Figure 1. Routed clock nets over the placement.
Scale bar: 200 µm.
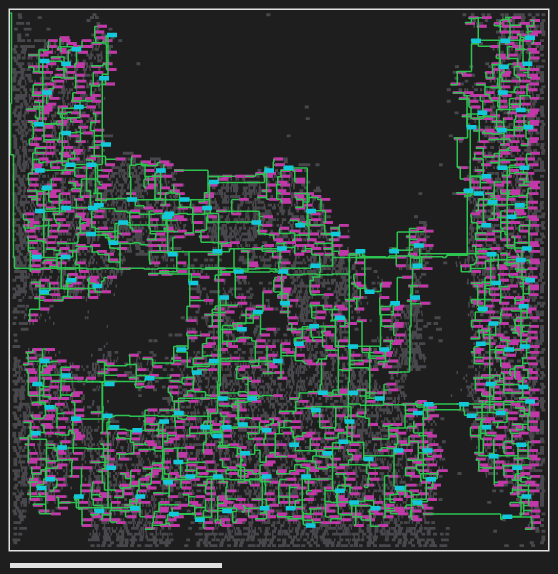
Figure 2. Metal 2.
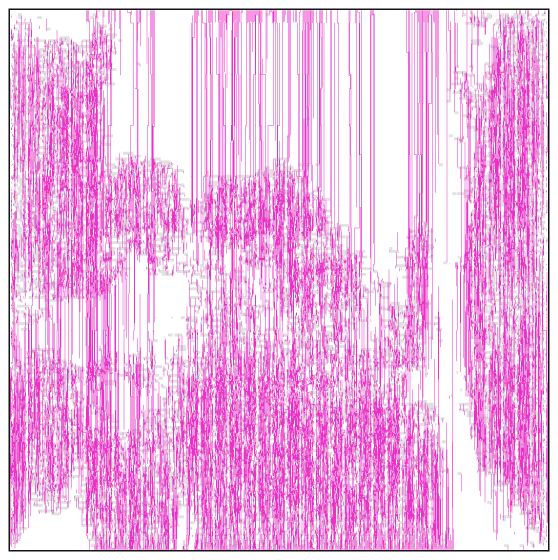
Figure 3. Signal wires on met3.
Scale bar: 200 µm.
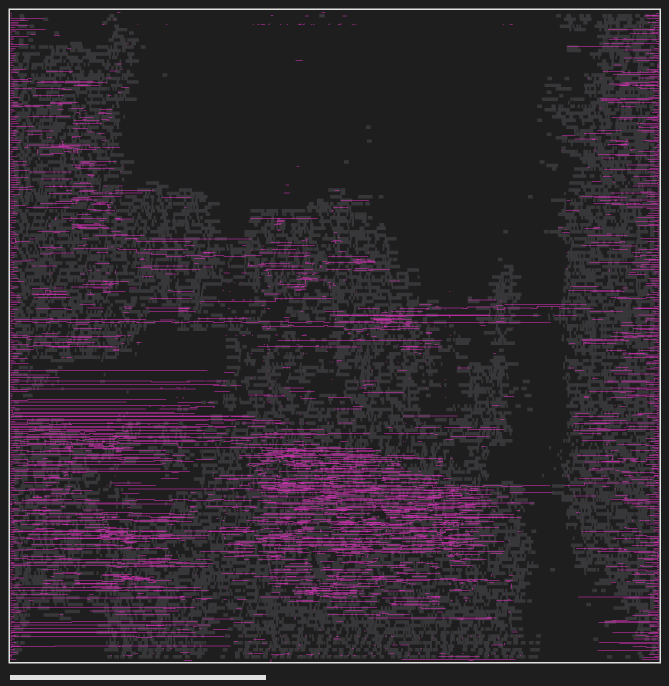
Figure 4. Track usage over the die.
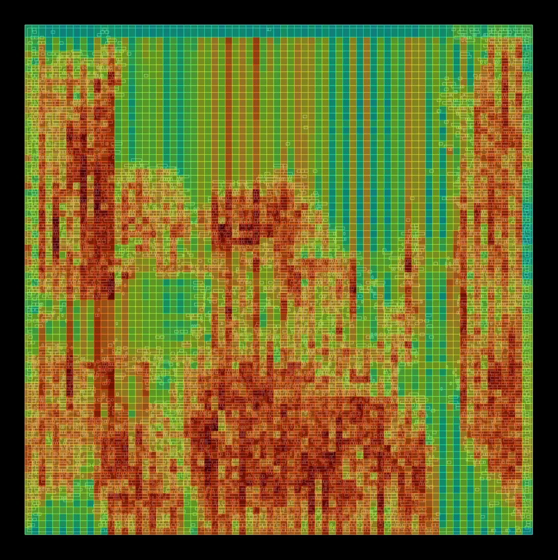
Figure 5. Wiring by layer.
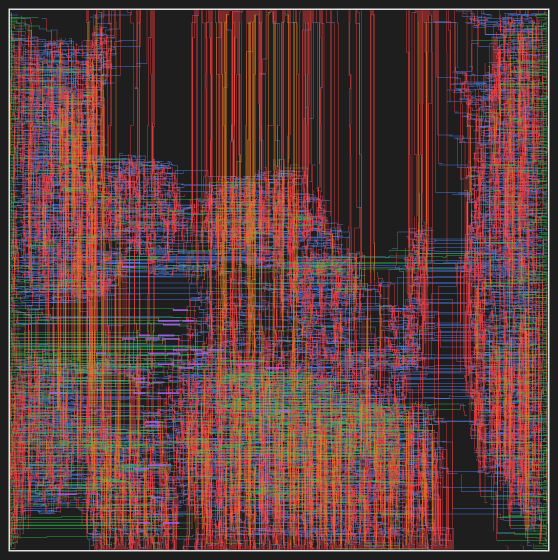
==> config.mk <==
export PLATFORM = sky130hd
export DESIGN_NAME = symm_norm
export DESIGN_NICKNAME = d
export VERILOG_FILES = /design/src/rtl/symm_pkg.sv /design/src/rtl/symm_div_seq.sv /design/src/rtl/symm_norm.sv
export SDC_FILE = /design/constraint.sdc
export NUM_CORES = 2
export LEC_CHECK = 0
export ABC_AREA = 1
export CAP_MARGIN = 20
export CORE_AREA = 2 2 505 507
export DETAILED_ROUTE_END_ITERATION = 16
export DIE_AREA = 0 0 507 509
export GPL_ROUTABILITY_DRIVEN = 0
export GPL_TIMING_DRIVEN = 0
export SETUP_SLACK_MARGIN = 0.4
export SLEW_MARGIN = 20
export SYNTH_ARGS = -nofsm -noshare
export SYNTH_HDL_FRONTEND = slang
export SYNTH_SLANG_ARGS = --single-unit
==> constraint.sdc <==
create_clock -name clk_norm -period 8.4 [get_ports clk_norm]
set_clock_uncertainty 0.2 [all_clocks]
set_input_delay 1.26 -clock clk_norm [delete_from_list [all_inputs] [get_ports clk_norm]]
set_output_delay 1.26 -clock clk_norm [all_outputs]
set_load 0.01 [all_outputs]
==> flow_metrics.env <==
# yosys + openroad results
export IMPL_status="completed"
export IMPL_share_of_the_synthesized_netlist_area_taken_by_xor_and_xnor_gates=0.0124
export IMPL_final_hold_violation_count=0
export IMPL_area_of_the_placeable_core_um2=253000
export IMPL_number_of_flops_mapped_to_enable_cells_by_yosys=0
export IMPL_critical_path_endpoint_type="flip-flop"
export IMPL_static_leakage_power_nw=44.4
export IMPL_synth_flop_count=1483
export IMPL_timing_fmax_ghz=0.132
export IMPL_synth_area_um2=69300
export IMPL_p_total_mw=16.4
export IMPL_combPwrFrac=0.081
export IMPL_cts_buffers_inserted=169
export IMPL_worstPathRequired_ns=8.88
export IMPL_postSynthSeqShare=0.536
export IMPL_dieWidth_um=507
export IMPL_core_rowCount=185
export IMPL_grt_max_degree=139
export IMPL_cts_repair_timing_setup_buffer_count=0
export IMPL_path_buffers=5
export IMPL_postCtsHoldBufs=0
-- Figure 1 (at the start) --
[flip-flops] magenta | count: 1,483
[clock wires] green | length: 21.7 mm
[clock drivers] cyan | count: 169
flops lie: widely spread
clock network power: 7.95 mW
Clock power frac: 0.484
clock latency of the later-clocked register in the worst-skew pair: 0.85 ns

-- Figure 2 (at the start) --
main direction: vertical
wire length on this layer: 180 mm
nets with wire on the layer: 8,883
longest straight run: 251 µm
share of all routed wire: 48%
final wirelength: 378,000 µm
met2 global-route usage: 0.477
total number of vias: 68,800

-- Figure 3 (at the start) --
share of all routed wire: 9.5%
nets with wire on the layer: 1,832
longest straight run: 192 µm
main direction: horizontal
met3 track demand over resource in global routing: 0.0804

-- Figure 4 (at the start) --
gr busiest metal: met2
met1 layer usage reported by global route: 0.297

-- Figure 5 (at the start) --
[metal 5] purple | wire length: 458 µm
[metal 3] green | wire length: 35.9 mm
[metal 4] orange | wire length: 36.0 mm
[metal 1] blue | wire length: 126 mm
[metal 2] red | wire length: 180 mm
Overall Global Routing Usage: 0.285
Routed wire per std cell: 27.6 µm

[power groups by stage]
| stage | clock network (mW) | registers [mW] | logic [mW] |
|---|---|---|---|
| 4_1_cts | 7.99 | 7.15 | 1.31 |
| 2_1_floorplan | 0 | 7.28 | 0.363 |
| 5_1_grt | 8.28 | 7.15 | 1.40 |
| 6_report | 7.95 | 7.15 | 1.33 |
| 3_5_place_dp | 0 | 7.28 | 1.31 |
| 3_3_place_gp | 0 | 7.33 | 1.28 |
[cells in the final DEF, fill, tap and decap left out, types with 34 or more instances in the layout]
cell type	instances
sky130_fd_sc_hd__nand3_1	320
sky130_fd_sc_hd__clkbuf_16	174
sky130_fd_sc_hd__nand2_1	3295
sky130_fd_sc_hd__diode_2	82
sky130_fd_sc_hd__o21ai_0	1063
sky130_fd_sc_hd__ha_1	87
sky130_fd_sc_hd__buf_2	41
sky130_fd_sc_hd__a21oi_1	162
sky130_fd_sc_hd__nor2_1	600
sky130_fd_sc_hd__clkdlybuf4s50_1	1274
sky130_fd_sc_hd__o22ai_1	135
sky130_fd_sc_hd__clkbuf_1	468
sky130_fd_sc_hd__o211ai_1	65
sky130_fd_sc_hd__xor2_1	47
sky130_fd_sc_hd__dfrtp_1	1483
sky130_fd_sc_hd__xnor2_1	34
sky130_fd_sc_hd__inv_1	490
sky130_fd_sc_hd__clkbuf_8	37
[stage by stage]
stage / cells / cell area, µm² / utilization
global placement: 13300 / 86300 / 0.341
finish: 13700 / 93000 / 0.368
detailed placement: 13300 / 86900 / 0.344
global route: 13700 / 92900 / 0.368
floorplan: 8665 / 69300 / -
CTS: 13600 / 92700 / 0.367
[cell type report]
| type | instances | area [µm²] | area share |
|---|---|---|---|
| well taps | 3366 | 4210 | 0.0453 |
| plain buffers | 530 | 2270 | 0.0244 |
| diodes | 82 | 205 | 0.00221 |
| repair buffers | 1297 | 13200 | 0.142 |
| multi-input cells | 6135 | 28100 | 0.303 |
| clock inverters | 50 | 883 | 0.00950 |
| clock buffers | 251 | 5010 | 0.0539 |
| inverters | 517 | 1940 | 0.0209 |
| flip-flops and latches | 1483 | 37100 | 0.399 |
[metal layers]
layer | up-vias | routed length [µm] | part of all wire
met1 | 32800 | 126000 | 0.33
met3 | 1124 | 35900 | 0.095
li1 | 30900 | - | -
met2 | 3905 | 180000 | 0.48
met4 | 74 | 36000 | 0.095
met5 | - | 458 | 0.0012
[logic make-up after synthesis]
kind of cell	Yosys count
other cells	1
buf+inv	1047
fa+ha+maj	89
compound gates	1608
mux	1
xor+xnor	97
flops	1483
simple gates	4336
Power and IR drop assume default switching activity.
